**Run 1: clock nets**

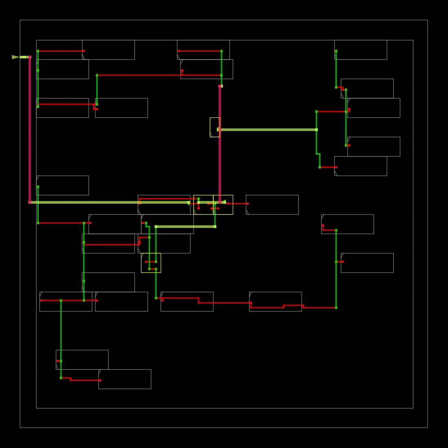
**Run 1: gate-type map**

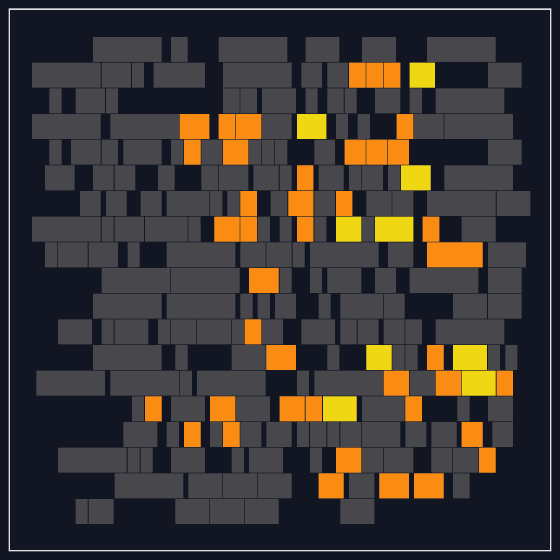
**Run 1: port wiring**

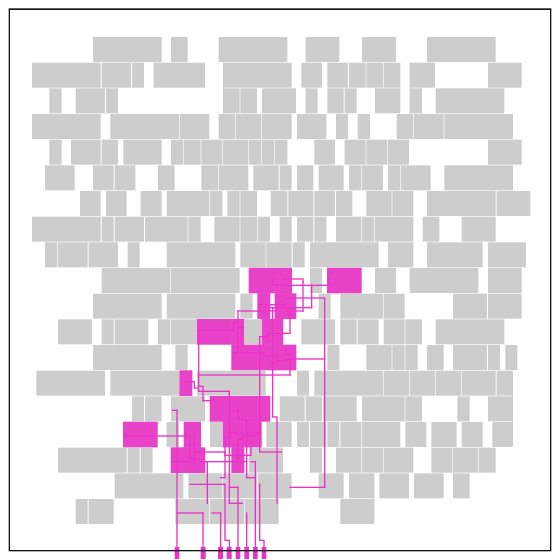
**Run 1: signal wires by layer**

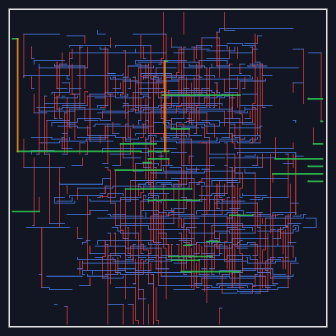
==> config.mk <==
export PLATFORM = sky130hd
export DESIGN_NAME = hc4053_scan_ctrl
export DESIGN_NICKNAME = d
export VERILOG_FILES = /design/src/rtl/hc4053_scan_ctrl.sv
export SDC_FILE = /design/constraint.sdc
export NUM_CORES = 1
export LEC_CHECK = 0
export CORE_MARGIN = 2
export CORE_UTILIZATION = 59
export DETAILED_ROUTE_END_ITERATION = 8
export GPL_TIMING_DRIVEN = 0
export PLACE_DENSITY = 0.89
export RECOVER_POWER = 100
export SETUP_SLACK_MARGIN = 0.02
export SKIP_CTS_REPAIR_TIMING = 1
export SLEW_MARGIN = 20
export SYNTH_ARGS = -nofsm -noshare
export SYNTH_HDL_FRONTEND = slang
export SYNTH_SLANG_ARGS = --single-unit
export TNS_END_PERCENT = 30
==> constraint.sdc <==
create_clock -name clk -period 4.2 [get_ports clk]
set_input_delay 0.84 -clock clk [delete_from_list [all_inputs] [get_ports clk]]
set_output_delay 0.84 -clock clk [all_outputs]
set_load 0.02 [all_outputs]
==> results.txt, run 1 <==
The run has ended; figures from its reports follow.

The slack of the critical path came out at 1.22 ns. The post-synthesis share of cell area spent on full adders, half adders and majority gates is 1.50%. The die boundary width came out at 57.2 µm.

The total congestion overflow after global routing came out at 0. The fraction of final layout cells with drive strength greater than 1 came out at 8.73%. In the routed design, unresolved DRC markers number 0. The worst slack after detailed placement is 1.23 ns. Per the timing report, the biggest fanout along the worst path comes to 10. Before any placement, the netlist area is recorded as 0.00167 mm².

The clock transition at the registers of the reported paths is 0.15 ns. Per the post-route antenna check, the number of violating nets is 0. The data required time of the worst path is 4.40 ns. The worst slew margin relative to its limit came out at 51.5%. The run finished with clean final reports.

The arrival time of the worst setup path came out at 3.18 ns. Per the run summary, max-cap violations total 0. The chip height is 57.2 µm. The TritonCTS buffer count is 3.

Among cell families on the critical path, the largest total delay comes from buffers and inverters. Setup repair after global routing left no endpoint under its margin. The count of endpoints failing setup in the final report is 0.

The kind of path behind the tightest hold check is flop to flop. The via count normalized by instance count is 5.87. The highest attainable clock frequency is 335 MHz. TritonCTS built the clock tree.

The combined buffer and inverter count along the critical path is 2. The total tool warning count came out at 27. Per the synth stats, the flop cell with the highest instance count is dfxtp_1.

STA classifies the critical path startpoint as an input port. The synthesis run shows multiplexers occupying 4.79% of the cell area. For this run, the slowest stage of the critical path takes 0.58 ns. The maximum buffer depth of the clock tree came out at 2.

Looking at the max-slew report, the worst-margin pin has a slew of 0.719 ns. The average footprint of a synthesized cell is 8.15 µm². Of the total synthesized cell area, the portion taken by AND-OR and OR-AND cells is 21.0%.
Notes on 'clock nets' above:
clock sinks: 27
reported clock group power: 0.000112 W
count of clock buffers in the final design: 4

Notes on 'gate-type map' above:
inverting AOI/OAI gates -> orange  # cells 41, most used a21oi_1
AND-OR and OR-AND gates -> yellow  # cells 9, most used o21a_1
top logic cell by instance count in the layout: nor2_1
multi-input logic portion of the cell area: 53.4%

Notes on 'port wiring' above:
mask -> magenta  # bits 8, direction input, edge south, end cells 19, buffers 8, wire 280 µm
count of buffers inserted at the top-level ports: 20
boundary pin count: 22

Notes on 'signal wires by layer' above:
metal 4 -> orange  # wire length 36.7 µm
metal 2 -> red  # wire length 1630 µm
metal 1 -> blue  # wire length 1790 µm
metal 3 -> green  # wire length 148 µm
Avg WL per Cell: 13.9 µm
via total after detailed routing: 1526

run 1: per-layer routing:
| layer | global-route usage [%] | up-vias | share of wire [%] |
|---|---|---|---|
| li1 | - | 786 | - |
| met1 | 32.2 | 695 | 50 |
| met2 | 37.9 | 40 | 45 |
| met3 | 4.08 | 5 | 4.1 |
| met4 | 6.64 | 0 | 1.0 |
| met5 | 0 | - | 0 |
run 1: tightest hold or removal path, stage by stage (launching register included):
cell	delay, ns
dfxtp_1	0.38
xor2_1	0.07
nor2_1	0.07
run 1: through the flow:
stage	area, µm²	total power, W
after floorplan	1670	0.000378
after global routing	1930	0.000551
after CTS	1940	0.000530
final	1930	0.000525
after global placement	1910	0.000417
after detailed placement	1910	0.000420
run 1: kinds of logic after synthesis:
kind of cell,Yosys count
mux,8
other cells,1
fa+ha+maj,2
simple gates,92
xor+xnor,7
buf+inv,18
flops,27
compound gates,50
run 1: synthesized netlist by cell type (all sizes together), types with 2 or more instances:
cell type,count,area share (%)
o41ai,3,2.0
ha,2,1.5
xnor2,2,1.0
or3,2,0.75
mux2i,8,4.8
and2,2,0.75
o21bai,3,1.3
a211oi,3,1.3
nand3b,2,0.90
a21oi,14,4.2
nor2b,3,1.1
nor2,34,7.8
nand2b,8,3.3
nor3,8,2.7
and3,3,1.2
or4,2,1.1
nand4,4,1.9
o31ai,2,0.90
a31oi,4,1.5
and2b,2,0.90
nor4,4,1.9
inv,7,1.6
nand2,7,1.6
buf,7,2.8
o21a,2,0.90
or2,2,0.75
a22oi,2,0.90
dfxtp,27,32
o21ai,7,2.3
clkbuf,4,1.1
xor2,5,2.6
nand3,3,0.90
run 1: report_power, final:
group / switching, W / total, W / internal (W) / leakage (nW)
clock network: 0.0000745 / 0.000112 / 0.0000371 / 0.0150
registers: 0.0000110 / 0.000278 / 0.000267 / 0.219
logic: 0.0000726 / 0.000135 / 0.0000627 / 0.535
run 1: layout make-up:
cell class,instances,area (µm²)
fillers,234,807
inverters,7,26.3
plain buffers,11,65.1
repair buffers,20,200
clock buffers,4,26.3
flip-flops and latches,27,541
well taps,31,38.8
multi-input cells,160,1030
**Run 1: routed clock nets over the placement**

The bar under the picture is 20 µm long.
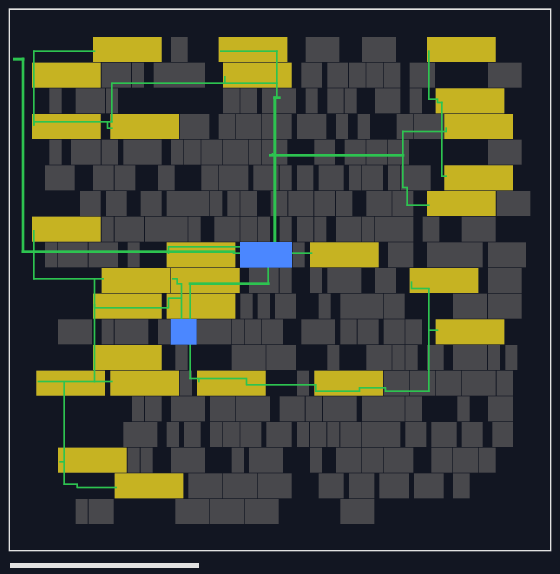

==> run 1 -> run 2 <==
- CORE_UTILIZATION: 59 -> 54
- PLACE_DENSITY: 0.89 -> 0.82
- clock period: 4.2 -> 2.75 ns (I/O delays scaled with it)
**Run 2: routed clock nets over the placement**

The bar under the picture is 20 µm long.
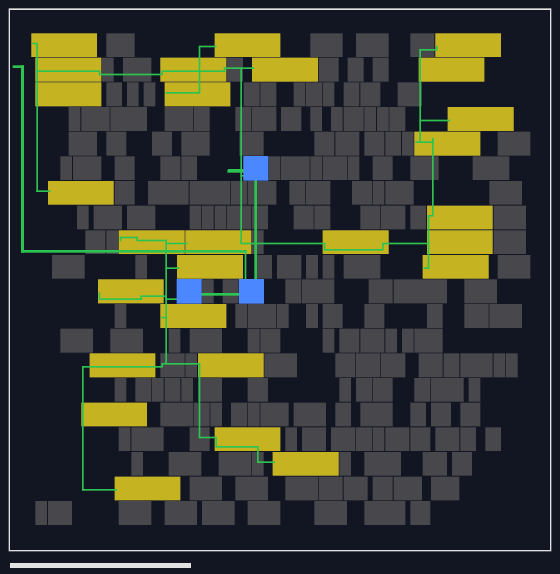
clock drivers -> blue  # count 3
clock wires -> green  # length 292 µm
flip-flops -> yellow  # count 27
routed clock nets = 4
flops lie = all over the die
final worst clock skew: 0.0154 ns
clock latency on the worst-skew pair: 0.33 ns
reported clock group power: 0.000172 W

==> run 2 against run 1 <==
Against the previous run: die size increased by 8.6%; sequential share of layout area rose by 0.11 points; area after synthesis unchanged; critical endpoint unchanged; combinational power is about 50% higher; register-to-register slack got worse by 1.4 ns.
==> results.txt, run 2 <==
The run has ended; figures from its reports follow.

The flow ran to the end, and the final reports show no timing, DRC or antenna violations. The arrival time of the worst setup path came out at 2.58 ns. STA on the placed design reports a worst setup slack of 0.0635 ns. The worst slew margin relative to its limit came out at 61.4%. The detail-routed net length per standard cell came out at 13.1 µm. The peak fanout along the critical path is 10.

Looking at the gate-level netlist, the highest instance count belongs to nor2_1. The most critical min-delay path falls under flop to flop. The average footprint of a synthesized cell came out at 8.15 µm². The die is 59.6 µm tall. The fraction of final layout cells with drive strength greater than 1 came out at 8.30%. Dividing the detail-routed via count by the number of cells gives 5.73. Counting along the longest clock path gives a buffer depth of 2. The flow reports an fmax of 421 MHz. The area taken by multi-input logic gates is 0.00101 mm². The number of design rule violations left after detail routing came out at 0. The die boundary width is 59.6 µm. The total via count in the routed design came out at 1501. The worst setup path is launched from an input port. The total tool warning count is 27. The final-layout fill cell count is 277. The area share of the largest cell type after synthesis came out at 32.3%. The slack of the critical path is 0.376 ns. The post-route antenna net violation count is 0. The quantity of I/O buffers inserted on ports came out at 20.
## run 2: cell counts after synthesis
Identical to the previous run, type by type.
## run 2: layer usage
layer / global-route usage, % / wire length [µm] / vias up
li1: - / - / 786
met1: 31.2 / 1790 / 684
met2: 31.9 / 1510 / 27
met3: 2.84 / 91 / 4
met4: 5.71 / 34 / 0
met5: 0 / 0 / -
## run 2: cells by family (layout without fill, tap and decap cells)
kind of cell | after synthesis | count (layout) | synth area share (%)
xor+xnor | 7 | 7 | 3.67
other cells | 1 | 1 | 0.224
mux | 8 | 8 | 4.79
flops | 27 | 27 | 32.3
fa+ha+maj | 2 | 2 | 1.50
buf+inv | 18 | 42 | 5.54
simple gates | 92 | 92 | 31.0
compound gates | 50 | 50 | 21.0
## run 2: stage by stage
step / instances / cell area [µm²] / power [W] / hold WS [ns]
2_1_floorplan: 205 / 1670 / 0.000577 / 0.478
3_3_place_gp: 258 / 1910 / 0.000639 / 0.506
3_5_place_dp: 258 / 1910 / 0.000641 / 0.525
4_1_cts: 262 / 1940 / 0.000811 / 0.550
5_1_grt: 262 / 1920 / 0.000849 / 0.585
6_report: 262 / 1920 / 0.000799 / 0.548
## run 2: cell type report
cell class                 instances  area share, %
buffer                            11           3.46
clock buffer                       3           1.17
clock inverter                     1          0.391
inverter                           7           1.37
multi-input combinational        160           52.9
sequential                        27           28.2
tap                               33           2.15
timing repair buffer              20           10.4
## run 2: worst max-delay path, delay by kind of cell
| kind | cells | cell delay (ns) |
|---|---|---|
| AOI/OAI and AO/OA | 1 | 0.19 |
| buffers and inverters | 2 | 0.78 |
| muxes | 1 | 0.23 |
| and+or+nand+nor | 3 | 0.83 |
## run 2: power by group
| part | switching [W] | leakage (nW) | total [W] | internal, W |
|---|---|---|---|---|
| registers | 0.0000161 | 0.219 | 0.000424 | 0.000408 |
| clock network | 0.000117 | 0.0139 | 0.000172 | 0.0000556 |
| logic | 0.000109 | 0.534 | 0.000203 | 0.0000942 |
Power and IR drop assume default switching activity.
